`src/rtl/img_stream_src.sv`:
```
// Camera-style capture adapter: turns vsync/href/pix_vld into a framed pixel stream with sop/eop.
// Define IMG_STREAM_SRC_CHK_EN to compile in short-line / short-frame geometry checking (frame_err, DROP state).
module img_stream_src #(
  parameter int IMG_W = 640,
  parameter int IMG_H = 480,
  parameter int DW    = 16
) (
  input  logic          clk,
  input  logic          rst,
  input  logic          vsync,
  input  logic          href,
  input  logic          pix_vld,
  input  logic [DW-1:0] pix_data,
  output logic          dout_sop,
  output logic          dout_eop,
  output logic          dout_vld,
  output logic [DW-1:0] dout,
  output logic          frame_err
);

  localparam int CW = (IMG_W > 1) ? $clog2(IMG_W) : 1;
  localparam int RW = (IMG_H > 1) ? $clog2(IMG_H) : 1;
  localparam logic [CW-1:0] COL_LAST = CW'(IMG_W - 1);
  localparam logic [RW-1:0] ROW_LAST = RW'(IMG_H - 1);

  typedef enum logic [1:0] {
    IDLE,
    WAIT_PIX,
    ACTIVE
`ifdef IMG_STREAM_SRC_CHK_EN
    , DROP
`endif
  } state_t;

  state_t          state_q, state_d;
  logic [CW-1:0]   col_q, col_d;
  logic [RW-1:0]   row_q, row_d;
  logic [DW-1:0]   dout_q, dout_d;
  logic            vld_q, vld_d;
  logic            sop_q, sop_d;
  logic            eop_q, eop_d;
  logic            vsync_q, vsync_prev_q;
  logic            vs_rise;
  logic            accept;
  logic            last_pix;
  logic            drop_line;
  logic            emit;

  // Edges are taken on the registered copies so the async capture side is sampled once.
  always_ff @(posedge clk) begin
    if (rst) begin
      vsync_q      <= 1'b0;
      vsync_prev_q <= 1'b0;
    end else begin
      vsync_q      <= vsync;
      vsync_prev_q <= vsync_q;
    end
  end

  assign vs_rise  = vsync_q & ~vsync_prev_q;
  assign accept   = href & pix_vld;
  assign last_pix = (col_q == COL_LAST) && (row_q == ROW_LAST);

`ifdef IMG_STREAM_SRC_CHK_EN
  logic href_q, href_prev_q;
  logic href_fall;
  logic err_q, err_d;

  always_ff @(posedge clk) begin
    if (rst) begin
      href_q      <= 1'b0;
      href_prev_q <= 1'b0;
      err_q       <= 1'b0;
    end else begin
      href_q      <= href;
      href_prev_q <= href_q;
      err_q       <= err_d;
    end
  end

  assign href_fall = ~href_q & href_prev_q;
  // A line that ends with a partial column count means the sensor and our geometry disagree.
  assign drop_line = (state_q == ACTIVE) && href_fall && (col_q != '0);
  assign err_d     = drop_line | ((state_q == ACTIVE) && vs_rise);
  assign frame_err = err_q;
`else
  assign drop_line = 1'b0;
  assign frame_err = 1'b0;
`endif

  always_ff @(posedge clk) begin
    if (rst) state_q <= IDLE;
    else     state_q <= state_d;
  end

  always_comb begin
    state_d = state_q;
    case (state_q)
      IDLE: begin
        if (vs_rise) state_d = WAIT_PIX;
      end
      WAIT_PIX: begin
        if (vs_rise)     state_d = WAIT_PIX;
        else if (accept) state_d = last_pix ? IDLE : ACTIVE;
      end
      ACTIVE: begin
        if (vs_rise)                  state_d = WAIT_PIX;
`ifdef IMG_STREAM_SRC_CHK_EN
        else if (drop_line)           state_d = DROP;
`endif
        else if (accept && last_pix)  state_d = IDLE;
      end
`ifdef IMG_STREAM_SRC_CHK_EN
      DROP: begin
        if (vs_rise) state_d = WAIT_PIX;
      end
`endif
      default: state_d = IDLE;
    endcase
  end

  // vsync edge has priority over a coincident pixel.
  assign emit = !vs_rise && accept &&
                ((state_q == WAIT_PIX) || ((state_q == ACTIVE) && !drop_line));

  always_comb begin
    col_d  = col_q;
    row_d  = row_q;
    dout_d = dout_q;
    vld_d  = 1'b0;
    sop_d  = 1'b0;
    eop_d  = 1'b0;
    if (vs_rise) begin
      col_d = '0;
      row_d = '0;
    end else if (emit) begin
      vld_d  = 1'b1;
      dout_d = pix_data;
      sop_d  = (state_q == WAIT_PIX);
      eop_d  = last_pix;
      if (last_pix) begin
        col_d = '0;
        row_d = '0;
      end else if (col_q == COL_LAST) begin
        col_d = '0;
        row_d = row_q + RW'(1);
      end else begin
        col_d = col_q + CW'(1);
      end
    end
  end

  always_ff @(posedge clk) begin
    if (rst) begin
      col_q  <= '0;
      row_q  <= '0;
      dout_q <= '0;
      vld_q  <= 1'b0;
      sop_q  <= 1'b0;
      eop_q  <= 1'b0;
    end else begin
      col_q  <= col_d;
      row_q  <= row_d;
      dout_q <= dout_d;
      vld_q  <= vld_d;
      sop_q  <= sop_d;
      eop_q  <= eop_d;
    end
  end

  assign dout     = dout_q;
  assign dout_vld = vld_q;
  assign dout_sop = sop_q;
  assign dout_eop = eop_q;

endmodule
```
`config.mk`:
```
export PLATFORM = sky130hd
export DESIGN_NAME = img_stream_src
export DESIGN_NICKNAME = d
export VERILOG_FILES = /design/src/rtl/img_stream_src.sv
export SDC_FILE = /design/constraint.sdc
export NUM_CORES = 1
export LEC_CHECK = 0
export CORE_ASPECT_RATIO = 1.1
export CORE_MARGIN = 1
export CORE_UTILIZATION = 53
export DETAILED_ROUTE_END_ITERATION = 8
export GPL_TIMING_DRIVEN = 0
export PLACE_DENSITY = 0.95
export SYNTH_ARGS = -nofsm -noshare
export SYNTH_HDL_FRONTEND = slang
export SYNTH_SLANG_ARGS = --single-unit
export TNS_END_PERCENT = 5
```
`constraint.sdc`:
```
create_clock -name clk -period 4.1 [get_ports clk]
set_input_delay 1.025 -clock clk [delete_from_list [all_inputs] [get_ports clk]]
set_output_delay 1.025 -clock clk [all_outputs]
set_load 0.05 [all_outputs]
```
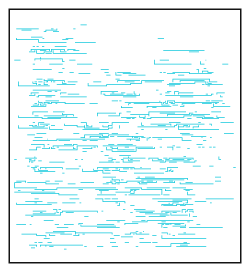
Fig. 1. M1 wires.
Scale: 4 px per µm.
nets with wire on the layer: 249
longest straight run: 14.7 µm

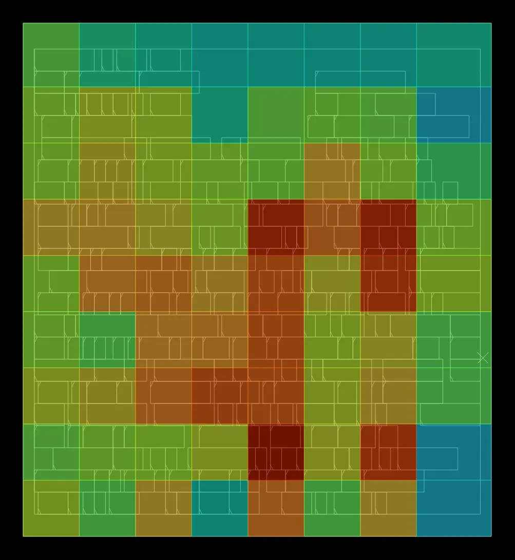
Fig. 2. Routing congestion map.
GRT met2 Usage: 0.416
Top Usage Layer GRT: met2
Total Routing Usage GR: 0.230
met3 usage: 0.0766
met1 Resource Use GR: 0.233

==> reports/qor.csv <==
metric,value,unit
status,"finished, violations left",
failing checks,design-rule violations,
worst reg2reg startpoint,state_q[1],
Worst Setup End Kind,register,
fin cells,293,
floorplan core density,0.574,
First-pass DRT Iterations,6,
WP buf/inv,3,
WL met3,240,µm
RR Endpoint,dout[10],
CP startpoint,pix_vld,
Fillers,229,
share of cells above drive strength 1,0.0541,
"Slew Viols, Final",0,
chip area line of the yosys report,0.00179,mm²
Die Width,57.5,µm
RSZ-0062 raised after global routing,no,
worst hold margin,0.461,ns
area growth from synthesis to layout,28.7,%
flip-flops with a built-in enable,0,
clk buf depth,2,
Leak,0.774,nW
Non-clock inverters,3,
HPWL Detailed,2.77,mm
max-cap violations,0,
Total Neg Setup Slack,0,ns
final tally of setup violations,0,
"Req. time, crit path",4.38,ns
Top cell area share,0.469,
Place WS,1.14,ns
Cell Rows,21,
yosys warns,0,
Log Warnings,29,
Mapped Cells,213,
clock network area share,0.0352,
cts hold-fix bufs,0,
R2R depth,8,
Worst setup endpoint,dout[10],
n_diodes,0,
CTS tree,built,
"top cells, area","dfxtp_1 (47%), nand2_1 (9.2%), a21oi_1 (5.9%)",
Sequential cell area,841,µm²
total setup buffers inserted after CTS,0,
Root Buffer,clkbuf_4,
Top Layout Cells,"nand2_1 (44), dfxtp_1 (42), clkdlybuf4s50_1 (39), nor2_1 (22), a21oi_1 (21)",
drt wl/cell,12.7,µm
comb. cell area,896,µm²
WHS Path Cells,2,
Seq/total area,0.364,
Buffers excl. clock,48,
Routed met2 length,1.88,mm
Slew @ Worst Pin,0.512,ns
worst setup margin,1.48,ns
placed insts,286,
met1 wire length,1.55,mm
Unique cell types,36,
final worst-path cycle share,0.639,
Tot Pwr,0.000753,W
Layout clock buffers,6,
PortBufs,39,
gp weighted congestion,0.830,
HP Start,dout[6],
final core occ,0.738,
drt total wl,3.72,mm
largest cell class by area,combinational gates,
number of multi-input logic gates,159,
Clock transition at path regs,0.11,ns
Slew HR,0.658,
largest net degree at the start of global routing,13,
Mapped Area,0.00179,mm²
chip area,0.00362,mm²
slowest cell on the critical path,clkdlybuf4s50_1,
Levels on crit path,7,
"most common cell after layout, fill and taps aside",nand2_1,
top_reg_cell synth,dfxtp_1,
Data buffer area share,0.189,
syn avg cell area,8.42,µm²
initial antenna violation count,0,
Die H,63.0,µm
"Seq share, synth",0.469,
CP Launch Type,primary input,
I/O pin count,41,
"top cells by count, synth","nand2_1 (44), dfxtp_1 (42), nor2_1 (22), a21oi_1 (21)",
Clock Skew,0.00687,ns
Flops,42,
yosys stat cell total,213,
"Net Count, Synth",240,
DRT antenna net count,0,
logic share of the area,0.388,
CP peak stage delay,0.50,ns
"FF+latch count, synth",42,
"CP delay by family, top",buffers and inverters,
Yosys top cell by instances,nand2_1,
Synth area leader,dfxtp_1,
CTS Buf Count,5,
CTS sink cnt,42,
DRT iter0 DRCs,45,
global-route wire length before repair,6.54,mm
min Tclk post-route,2.62,ns
vias in the first global route,1648,
Core Area,0.00313,mm²
Hold Path End,dout[6],
total gr overflow,0,
Final Hold Fails,0,
ys async rst share,0,
CP max FO,10,
"Design Area, Final",0.00231,mm²
pwr dens,326,mW/mm²
H-tree depth,2,
Hold WC Path Type,register to register,
vias,1587,
Placed Area,0.00223,mm²
Max Fclk,382,MHz
CP cell instances,"clkdlybuf4s50_1, nand3_1, nor2_1, buf_2, buf_1, nand2_1, a21oi_1",
Avg Vias per Cell,5.42,
# Taps,34,
DRC viols,1,
Worst EP arrival,2.90,ns
"Net count, final",286,
CTS resizes,0,
Peak VDD IR,0.000228,V
DR top layer,met4,
WS Path Type,primary input to register,
clk_lat worst skew,0.35,ns
flop2flop setup slack,1.87,ns
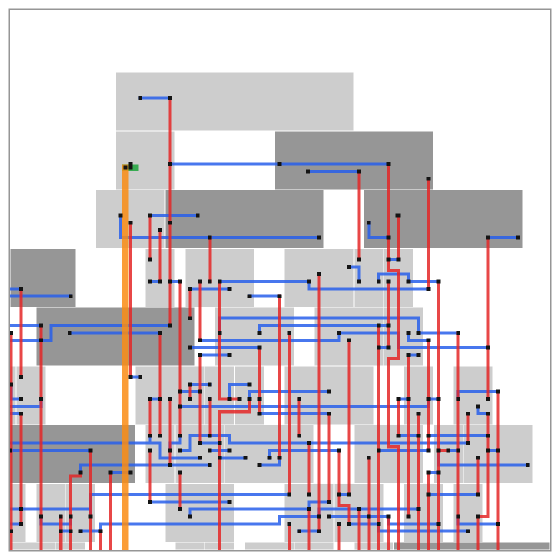
Fig. 3. Close-up of the layout.
Region (31, 35) to (56, 60) µm. Cells in grey, sequential cells in the stronger grey; small squares are vias.
legend:
  met4:
    colour: orange
  met3:
    colour: green
  met1:
    colour: blue
  met2:
    colour: red
cells with their middle in the window: 36
netlist names of flops here include: row_q (4), col_q (1)
sequential cells in the window: 5
most frequent: nor2_1 (8), xnor2_1 (6), dfxtp_1 (5)

-- cells by family after synthesis --
family                   count (synthesis)  synth area share
AND-OR/OR-AND                           25            0.0802
flip-flops                              42             0.469
XOR/XNOR                                15            0.0732
adder cells (fa/ha/maj)                  6            0.0418
AND/OR/NAND/NOR                        112             0.302
other                                    1           0.00209
buffers and inverters                   12            0.0321
-- state kept, by name, summed over array words and instances, names as in the netlist --
signal        count
dout             16
col_q            10
row_q             9
state_q           2
dout_eop          1
dout_sop          1
dout_vld          1
vsync_prev_q      1
vsync_q           1
-- power by group --
part / switching, W / internal (W) / total, W / leakage (nW)
combinational: 0.0000377 / 0.0000314 / 0.0000691 / 0.390
sequential: 0.00000333 / 0.000413 / 0.000416 / 0.339
clock: 0.000126 / 0.000142 / 0.000268 / 0.0443
Power figures rest on the tool's default switching activity, not on a simulated workload.
